==> config.mk <==
export PLATFORM = sky130hd
export DESIGN_NAME = gate_check_sequencer
export DESIGN_NICKNAME = d
export VERILOG_FILES = /design/src/rtl/gate_check_sequencer_pkg.sv /design/src/rtl/gate_check_sequencer_settle_timer.sv /design/src/rtl/gate_check_sequencer.sv
export SDC_FILE = /design/constraint.sdc
export NUM_CORES = 1
export LEC_CHECK = 0
export CORE_ASPECT_RATIO = 1.25
export CORE_UTILIZATION = 58
export DETAILED_ROUTE_END_ITERATION = 16
export PLACE_DENSITY = 0.83
export SYNTH_ARGS = -nofsm -noshare
export SYNTH_HDL_FRONTEND = slang
export SYNTH_SLANG_ARGS = --single-unit
==> constraint.sdc <==
create_clock -name clk -period 3.2 [get_ports clk]
set_input_delay 0.64 -clock clk [delete_from_list [all_inputs] [get_ports clk]]
set_output_delay 0.64 -clock clk [all_outputs]
set_load 0.01 [all_outputs]
==> src/rtl/gate_check_sequencer_pkg.sv <==
// gate_check_sequencer_pkg
//   Shared definitions for the gate check sequencer:
//   - state_e   : 3-bit FSM state encoding
//   - SETTLE_W  : width of the settle down-counter
package gate_check_sequencer_pkg;

    localparam int SETTLE_W = 8;

    typedef enum logic [2:0] {
        ST_IDLE  = 3'd0,
        ST_APPLY = 3'd1,
        ST_WAIT  = 3'd2,
        ST_CHECK = 3'd3,
        ST_DONE  = 3'd4
    } state_e;

endpackage

==> src/rtl/gate_check_sequencer_settle_timer.sv <==
// settle_timer
//   Loadable down-counter that times the settle window after a new
//   stimulus vector is applied. It stops at zero rather than wrapping.
// Ports:
//   clk, rst : clock, synchronous active-high reset
//   load     : load `value` into the counter (wins over en)
//   value    : reload value
//   en       : decrement by one when non-zero
//   zero     : counter is at zero
module settle_timer
    import gate_check_sequencer_pkg::*;
(
    input  logic                clk,
    input  logic                rst,
    input  logic                load,
    input  logic [SETTLE_W-1:0] value,
    input  logic                en,
    output logic                zero
);

    logic [SETTLE_W-1:0] cnt_q, cnt_d;

    always_comb begin
        cnt_d = cnt_q;
        if (load) begin
            cnt_d = value;
        end else if (en && (cnt_q != '0)) begin
            cnt_d = cnt_q - 1'b1;
        end
    end

    always_ff @(posedge clk) begin
        if (rst) cnt_q <= '0;
        else     cnt_q <= cnt_d;
    end

    assign zero = (cnt_q == '0);

endmodule

==> src/rtl/gate_check_sequencer.sv <==
// gate_check_sequencer
//   Walks every input vector of a combinational gate, holds each for a
//   settle window, compares the gate output against TRUTH and reports
//   pass/fail, the mismatch count and the first failing vector.
// Parameters:
//   N_IN   : gate input count (1..4)
//   TRUTH  : expected output, TRUTH[v] for input vector v
//   SETTLE : cycles between applying a vector and checking it (1..255)
// Ports:
//   clk, rst   : clock, synchronous active-high reset
//   start      : begin a run (IDLE only)
//   abort      : stop the current run (any busy state except DONE)
//   dut_out    : output of the gate under test
//   stim       : registered input vector to the gate
//   busy       : not in IDLE
//   done       : one-cycle pulse when a full run completes
//   pass       : last completed run had zero mismatches
//   err_count  : mismatches in the current or last run
//   fail_valid : at least one mismatch recorded
//   fail_vec   : first mismatching vector
module gate_check_sequencer
    import gate_check_sequencer_pkg::*;
#(
    parameter int                   N_IN   = 1,
    parameter logic [2**N_IN-1:0]   TRUTH  = 2'b01,
    parameter int                   SETTLE = 4
) (
    input  logic            clk,
    input  logic            rst,
    input  logic            start,
    input  logic            abort,
    input  logic            dut_out,
    output logic [N_IN-1:0] stim,
    output logic            busy,
    output logic            done,
    output logic            pass,
    output logic [N_IN:0]   err_count,
    output logic            fail_valid,
    output logic [N_IN-1:0] fail_vec
);

    localparam logic [N_IN-1:0]     VEC_LAST   = '1;
    localparam logic [SETTLE_W-1:0] SETTLE_LD  = SETTLE_W'(SETTLE - 1);

    state_e          state_q, state_d;
    logic [N_IN-1:0] vec_q, vec_d;
    logic [N_IN-1:0] stim_q, stim_d;
    logic [N_IN:0]   err_q, err_d;
    logic            fv_q, fv_d;
    logic [N_IN-1:0] fvec_q, fvec_d;
    logic            pass_q, pass_d;
    logic            done_q, done_d;
    logic            tmr_load, tmr_en, tmr_zero;

    settle_timer u_timer (
        .clk   (clk),
        .rst   (rst),
        .load  (tmr_load),
        .value (SETTLE_LD),
        .en    (tmr_en),
        .zero  (tmr_zero)
    );

    always_comb begin
        state_d  = state_q;
        vec_d    = vec_q;
        stim_d   = stim_q;
        err_d    = err_q;
        fv_d     = fv_q;
        fvec_d   = fvec_q;
        pass_d   = pass_q;
        done_d   = 1'b0;
        tmr_load = 1'b0;
        tmr_en   = 1'b0;

        case (state_q)
            ST_IDLE: begin
                // start wins over a simultaneous abort
                if (start) begin
                    state_d = ST_APPLY;
                    vec_d   = '0;
                    err_d   = '0;
                    fv_d    = 1'b0;
                    fvec_d  = '0;
                    pass_d  = 1'b0;
                end
            end
            ST_APPLY: begin
                if (abort) begin
                    state_d = ST_IDLE;
                    stim_d  = '0;
                end else begin
                    stim_d   = vec_q;
                    tmr_load = 1'b1;
                    state_d  = ST_WAIT;
                end
            end
            ST_WAIT: begin
                if (abort) begin
                    state_d = ST_IDLE;
                    stim_d  = '0;
                end else if (tmr_zero) begin
                    state_d = ST_CHECK;
                end else begin
                    tmr_en = 1'b1;
                end
            end
            ST_CHECK: begin
                // an aborted CHECK records nothing
                if (abort) begin
                    state_d = ST_IDLE;
                    stim_d  = '0;
                end else begin
                    if (dut_out != TRUTH[vec_q]) begin
                        err_d = err_q + 1'b1;
                        if (!fv_q) begin
                            fv_d   = 1'b1;
                            fvec_d = vec_q;
                        end
                    end
                    if (vec_q == VEC_LAST) begin
                        // done/pass register on the edge into DONE so the
                        // verdict includes this final comparison
                        state_d = ST_DONE;
                        done_d  = 1'b1;
                        pass_d  = (err_d == '0);
                    end else begin
                        vec_d   = vec_q + 1'b1;
                        state_d = ST_APPLY;
                    end
                end
            end
            ST_DONE: begin
                state_d = ST_IDLE;
            end
            default: begin
                state_d = ST_IDLE;
            end
        endcase
    end

    always_ff @(posedge clk) begin
        if (rst) begin
            state_q <= ST_IDLE;
            vec_q   <= '0;
            stim_q  <= '0;
            err_q   <= '0;
            fv_q    <= 1'b0;
            fvec_q  <= '0;
            pass_q  <= 1'b0;
            done_q  <= 1'b0;
        end else begin
            state_q <= state_d;
            vec_q   <= vec_d;
            stim_q  <= stim_d;
            err_q   <= err_d;
            fv_q    <= fv_d;
            fvec_q  <= fvec_d;
            pass_q  <= pass_d;
            done_q  <= done_d;
        end
    end

    assign stim       = stim_q;
    assign busy       = (state_q != ST_IDLE);
    assign done       = done_q;
    assign pass       = pass_q;
    assign err_count  = err_q;
    assign fail_valid = fv_q;
    assign fail_vec   = fvec_q;

endmodule

**The metal 1 layer**

Scale bar: 10 um. Supply wires on this layer in grey.
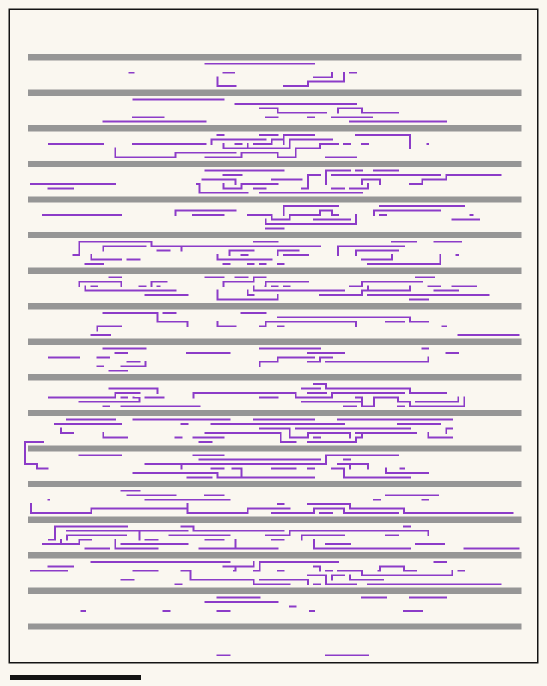
- share of all routed wire: 49%
- main direction: horizontal
- longest straight run: 13.8 um
met1 usage: 0.293
total vias in the final route: 868

**The metal 2 layer**

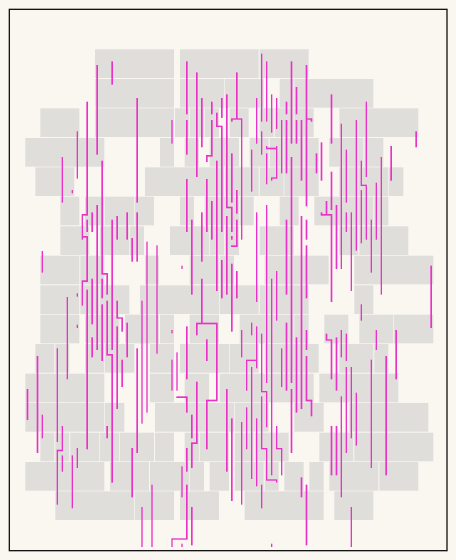
- main direction: vertical
- nets with wire on the layer: 111
- longest straight run: 20.7 um
- wire length on this layer: 957 um
- share of all routed wire: 48%
met2 demand-to-capacity share in global routing: 0.344
Detailed Route WL: 1990 um

**M3 wires**

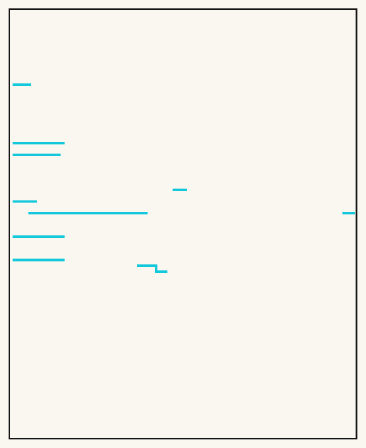
- longest straight run: 13.6 um
- nets with wire on the layer: 9
- share of all routed wire: 2.4%
global routing usage on met3: 0.0270

==> flow report <==
================================================================================
Antenna diodes ....................................................            0
Max power group ................................................... sequential cells
Yosys synthesis warning count .....................................            0
Fraction of final layout cells with drive strength greater than 1 .        0.126
Launch instance of the worst register-to-register path ............ state_q[1]$_SDFFE_PP0P_
Signal arrival time at the worst endpoint .........................      1.75 ns
Endpoint class of the critical path ...............................   output pin
Count of buffers added by post-CTS timing repair for setup ........            0
Initial standard-cell utilization of the core .....................        0.647
Series of cell instances along the critical path .................. nor3_1 > inv_1 > clkdlybuf4s50_1
Synthesis-to-layout area growth ...................................        11.2%
Post-placement worst setup slack ..................................     0.765 ns
Top cell type's share of synthesized area .........................        0.358
Global route hottest layer ........................................         met2
Worst setup margin ................................................     0.810 ns
Internal power consumption ........................................       324 uW
P per Cell Area ...................................................  376 nW/um^2
Number of I/O pins ................................................           13
Critical-path top delay cell ...................................... sky130_fd_sc_hd__dfxtp_1
Result of the run ................................................. complete, no violations
Row count .........................................................           16
RSZ-0062 raised after global routing ..............................           no
PostCTS Resize Cnt ................................................            0
Clk root buf ...................................................... sky130_fd_sc_hd__clkbuf_4
Maximum ir drop on the vdd rail ...................................     0.301 mV
Worst max-slew margin expressed relative to the limit .............        0.622
Clock group total power ...........................................       120 uW
Post-synthesis average cell area ..................................    9.08 um^2
Sw power ..........................................................       120 uW
Hold-critical path depth ..........................................            2
Combinational share of power ......................................        0.162
================================================================================
sequential cells by signal, indices dropped and copies added, names as in the netlist:
signal and flops:
err_count 2, stim 1, fail_valid 1, state_q 3, done 1, vec_q 1
u_timer.cnt_q 8, pass 1, fail_vec 1
cell families (layout without fill, tap and decap cells):
kind of cell | Yosys count | in the layout
compound gates | 27 | 27
mux | 3 | 3
simple gates | 50 | 50
buf+inv | 13 | 23
xor+xnor | 3 | 3
fa+ha+maj | 2 | 2
flops | 19 | 19
cell usage after synthesis, types with 3 or more instances:
master and n:
sky130_fd_sc_hd__a211oi_1 4, sky130_fd_sc_hd__nand2_1 5, sky130_fd_sc_hd__nor4_1 3, sky130_fd_sc_hd__o21ai_0 3, sky130_fd_sc_hd__nor3_1 6, sky130_fd_sc_hd__nor2_1 15, sky130_fd_sc_hd__buf_4 3, sky130_fd_sc_hd__dfxtp_1 19
sky130_fd_sc_hd__inv_1 7, sky130_fd_sc_hd__a21oi_1 9, sky130_fd_sc_hd__nand3_1 3
metal layers:
metal,wire length [um],part of all wire,vias up
met1,969,0.49,411
met3,46,0.023,2
li1,-,-,444
met2,957,0.48,11
met4,14,0.0070,0
met5,0,0,-
per-stage QoR:
step                hold slack, ns  power (mW)  std cells
floorplan                    0.475       0.312        117
global placement             0.464       0.327        141
detailed placement           0.470       0.329        141
CTS                          0.486       0.447        145
global route                 0.499       0.466        145
finish                       0.485       0.445        145
area by class of cell:
cell class / instances / area (um^2)
Fill cell: 140 / 460
Multi-Input combinational cell: 85 / 606
Sequential cell: 19 / 380
Inverter: 7 / 26.3
Timing Repair Buffer: 12 / 120
Clock buffer: 4 / 26.3
Tap cell: 18 / 22.5
Power and IR drop assume default switching activity.
